File: config.mk
export PLATFORM = sky130hd
export DESIGN_NAME = controle_microondas
export DESIGN_NICKNAME = d
export VERILOG_FILES = /design/src/rtl/controle_microondas.sv
export SDC_FILE = /design/constraint.sdc
export NUM_CORES = 1
export LEC_CHECK = 0
export CELL_PAD_IN_SITES_DETAIL_PLACEMENT = 1
export CELL_PAD_IN_SITES_GLOBAL_PLACEMENT = 2
export CORE_MARGIN = 5
export CORE_UTILIZATION = 27
export DETAILED_ROUTE_END_ITERATION = 10
export GPL_TIMING_DRIVEN = 0
export PLACE_DENSITY = 0.87
export SYNTH_ARGS = -nofsm -noshare
export SYNTH_HDL_FRONTEND = slang
export SYNTH_SLANG_ARGS = --single-unit
export TNS_END_PERCENT = 20
File: constraint.sdc
create_clock -name clk -period 1.9 [get_ports clk]
set_input_delay 0.38 -clock clk [delete_from_list [all_inputs] [get_ports clk]]
set_output_delay 0.38 -clock clk [all_outputs]
set_load 0.05 [all_outputs]
File: src/rtl/controle_microondas.sv
// ---------------------------------------------------------------------------
// controle_microondas
//
// Sequencing controller for the contador_nivel2 BCD countdown timer.
// It collects an M:SS cook time from a digit keypad, loads it into the
// counter, enables counting while the magnetron is on, and sounds the
// end-of-cook alarm for DONE_CYCLES clock cycles.
//
// Parameters:
//   DONE_CYCLES  cycles the alarm stays asserted in DONE (>= 1)
//
// Ports:
//   clk, reset            system clock, synchronous active-high reset
//   key_valid, key_digit  keypad strobe and BCD digit (10..15 ignored)
//   start, stop, clear    level-sensitive front-panel buttons
//   door_open             1 = door open
//   timer_zero            zero flag from the countdown counter
//   uni_sec/dez_sec/min   entered time, used as the counter load value
//   load, enable          counter load strobe and count enable
//   mag_on, alarm         magnetron and buzzer commands
//   state                 current state encoding (IDLE=0 .. DONE=4)
//
// Build option:
//   PAUSE_EN  when defined, stop/door_open during COOK goes to PAUSED and
//             start resumes without reloading; when undefined, they abort
//             to IDLE with the entry cleared and PAUSED is never entered.
// ---------------------------------------------------------------------------
module controle_microondas #(
  parameter int DONE_CYCLES = 10
) (
  input  logic       clk,
  input  logic       reset,
  input  logic       key_valid,
  input  logic [3:0] key_digit,
  input  logic       start,
  input  logic       stop,
  input  logic       clear,
  input  logic       door_open,
  input  logic       timer_zero,
  output logic [3:0] uni_sec,
  output logic [2:0] dez_sec,
  output logic [3:0] min,
  output logic       load,
  output logic       enable,
  output logic       mag_on,
  output logic       alarm,
  output logic [2:0] state
);

  typedef enum logic [2:0] {
    ST_IDLE   = 3'd0,
    ST_LOAD   = 3'd1,
    ST_COOK   = 3'd2,
    ST_PAUSED = 3'd3,
    ST_DONE   = 3'd4
  } state_t;

  localparam int CNT_W = (DONE_CYCLES > 1) ? $clog2(DONE_CYCLES) : 1;
  localparam logic [CNT_W-1:0] CNT_LAST = CNT_W'(DONE_CYCLES - 1);

  state_t           state_q, state_d;
  logic [3:0]       uni_sec_q, uni_sec_d;
  logic [2:0]       dez_sec_q, dez_sec_d;
  logic [3:0]       min_q, min_d;
  logic [CNT_W-1:0] cnt_q, cnt_d;
  logic             load_q, load_d;
  logic             enable_q, enable_d;
  logic             mag_on_q, mag_on_d;
  logic             alarm_q, alarm_d;

  logic digit_ok;
  logic entry_nz;
  logic zero_entry;

  assign digit_ok = key_valid && (key_digit <= 4'd9);
  assign entry_nz = (uni_sec_q != 4'd0) || (dez_sec_q != 3'd0) || (min_q != 4'd0);

  always_ff @(posedge clk) begin
    if (reset) begin
      state_q   <= ST_IDLE;
      uni_sec_q <= 4'd0;
      dez_sec_q <= 3'd0;
      min_q     <= 4'd0;
      cnt_q     <= '0;
      load_q    <= 1'b0;
      enable_q  <= 1'b0;
      mag_on_q  <= 1'b0;
      alarm_q   <= 1'b0;
    end else begin
      state_q   <= state_d;
      uni_sec_q <= uni_sec_d;
      dez_sec_q <= dez_sec_d;
      min_q     <= min_d;
      cnt_q     <= cnt_d;
      load_q    <= load_d;
      enable_q  <= enable_d;
      mag_on_q  <= mag_on_d;
      alarm_q   <= alarm_d;
    end
  end

  // Next-state logic. Digit entry only happens in IDLE when no start or
  // clear is being acted on, so the entry is frozen from LOAD onwards.
  always_comb begin
    state_d    = state_q;
    uni_sec_d  = uni_sec_q;
    dez_sec_d  = dez_sec_q;
    min_d      = min_q;
    cnt_d      = cnt_q;
    zero_entry = 1'b0;

    case (state_q)
      ST_IDLE: begin
        if (clear) begin
          zero_entry = 1'b1;
        end else if (start && !door_open && entry_nz) begin
          state_d = ST_LOAD;
        end else if (digit_ok && (uni_sec_q <= 4'd5)) begin
          // The current unit digit becomes the tens digit, so it must be 0..5.
          min_d     = {1'b0, dez_sec_q};
          dez_sec_d = uni_sec_q[2:0];
          uni_sec_d = key_digit;
        end
      end

      ST_LOAD: begin
        state_d = ST_COOK;
      end

      ST_COOK: begin
        // The counter reaching zero outranks every panel input.
        if (timer_zero) begin
          state_d = ST_DONE;
          cnt_d   = '0;
        end else if (door_open || stop) begin
`ifdef PAUSE_EN
          state_d = ST_PAUSED;
`else
          state_d    = ST_IDLE;
          zero_entry = 1'b1;
`endif
        end else if (clear) begin
          state_d    = ST_IDLE;
          zero_entry = 1'b1;
        end
      end

`ifdef PAUSE_EN
      ST_PAUSED: begin
        if (clear) begin
          state_d    = ST_IDLE;
          zero_entry = 1'b1;
        end else if (start && !door_open) begin
          state_d = ST_COOK;
        end
      end
`endif

      ST_DONE: begin
        if (clear || (cnt_q == CNT_LAST)) begin
          state_d    = ST_IDLE;
          zero_entry = 1'b1;
          cnt_d      = '0;
        end else begin
          cnt_d = cnt_q + CNT_W'(1);
        end
      end

      default: begin
        state_d = ST_IDLE;
      end
    endcase

    if (zero_entry) begin
      uni_sec_d = 4'd0;
      dez_sec_d = 3'd0;
      min_d     = 4'd0;
    end
  end

  // Control outputs are registered from the next state so they change on
  // the same edge as the state itself.
  always_comb begin
    load_d   = (state_d == ST_LOAD);
    enable_d = (state_d == ST_COOK);
    mag_on_d = (state_d == ST_COOK);
    alarm_d  = (state_d == ST_DONE);
  end

  assign uni_sec = uni_sec_q;
  assign dez_sec = dez_sec_q;
  assign min     = min_q;
  assign load    = load_q;
  assign enable  = enable_q;
  assign mag_on  = mag_on_q;
  assign alarm   = alarm_q;
  assign state   = state_q;

endmodule

Clock wires, drivers and flops:
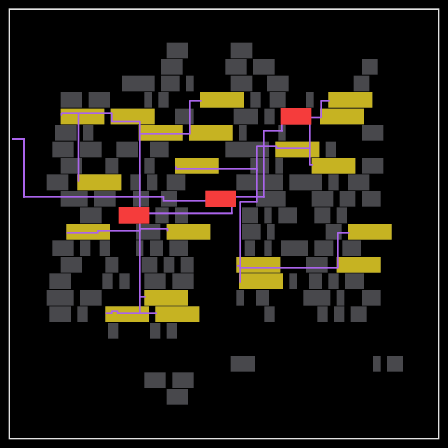
Key: yellow = flip-flops [count 20]; red = clock drivers [count 3]; purple = clock wires [length 274 um]
There are 4 routed clock nets.

Logic cells by family:
Bar = 20 um.
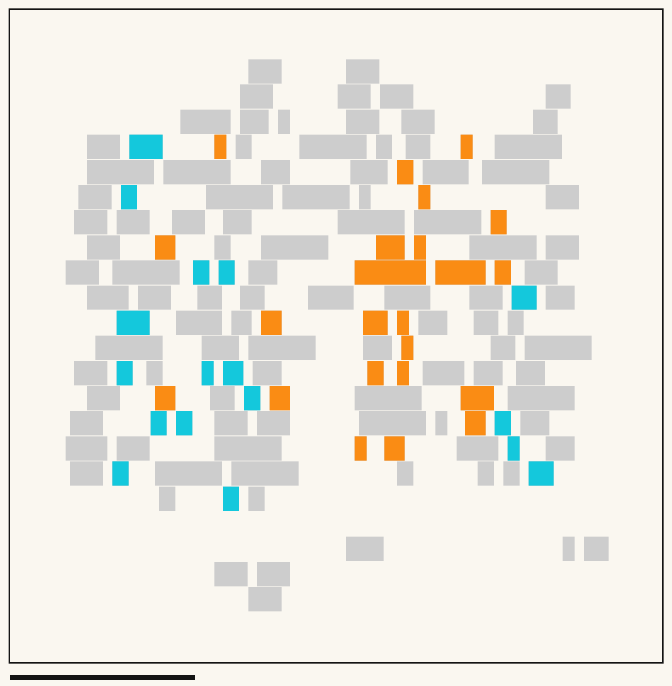
Key: cyan = NAND gates [cells 17]; orange = NOR gates [cells 23]

==> reports/highlights.md <==
* status: complete, no violations
* via count of the routed design: 903
* total of plain and repair buffers excluding clock buffers: 36
* Maximum Capacitance Violations: 0
* data required time at the worst endpoint: 1.52 ns
* Fin Hold WS: 0.4680 ns
* tap cell instance count: 48
* vias in the first global route: 1028
* register area: 400.4 sq um
* Final Max Tran Viols: 0
* main area contributors: dfxtp_1 (40%), mux2i_1 (6.1%), nand3_1 (5.1%), o21ai_0 (3.0%), nor2_1 (3.0%)
* leading cell types by count after synthesis: dfxtp_1 (20), nand3_1 (10), nor2_1 (8)
* chip height: 70.58 um
* kind of critical path: flip-flop to primary output
* CTS tree: done
* post-CTS setup repair buffer count: 0
* Net Count, Synth: 119
* Seq group: 423 uW
* worst path buffer plus inverter count: 1
* proportion of power drawn by flip-flops and latches: 50.1%
* Peak supply drop: 0.4282 mV
* yosys aoi share: 14.14%
* hold-critical path depth: 4
* Comb area: 555.5 sq um
* Iter 0 DRT Violations: 59
* wire length of the first global-routing pass: 4.850 mm
* Top Layout Cells: clkdlybuf4s50_1 (22), dfxtp_1 (20), nand3_1 (10), nor2_1 (8), mux2i_1 (6)
* Non-clk invs: 2
* portion of the layout cell area used by clock cells: 3.883%
* fraction of power spent switching nets: 22.96%
* Cell Pwr Density: 596.1 nW/um^2
* clock tree skew after final layout: 0.002883 ns
* final std cells w/o fill: 186
* ordered list of cells on the worst path: clkdlybuf4s50_1
* netlist area before placement: 991.0 sq um
* cell depth of the worst flop-to-flop path: 4
* antenna violations before repair: 0
* crit-path max cell delay: 0.83 ns
* XOR Share, Synth: 0%
* WP data arrival: 1.49 ns
* Die X: 70.58 um
* number of resized instances in the post-cts repair step: 4
* met3 track demand over resource in global routing: 4.119%
* setup slack at placement: -0.2582 ns
* number of sequential storage elements: 20
* launch point of the worst path: uni_sec[2]
* leakage power total: 0.5341 nW
* Post-synth regs: 20
* minimum clock period: 1.866 ns
* wire length per cell: 14.91 um
* EDFF count, synth: 0
* final standard cell utilization of the core: 39.31%
* cell kind with the greatest summed area: combinational gates
* setup total negative slack: 0 ns
* Critical Path End Type: primary output
* post-synthesis share of cell area spent on full adders, half adders and majority gates: 2.525%
Power is estimated from default activity; no workload was simulated.
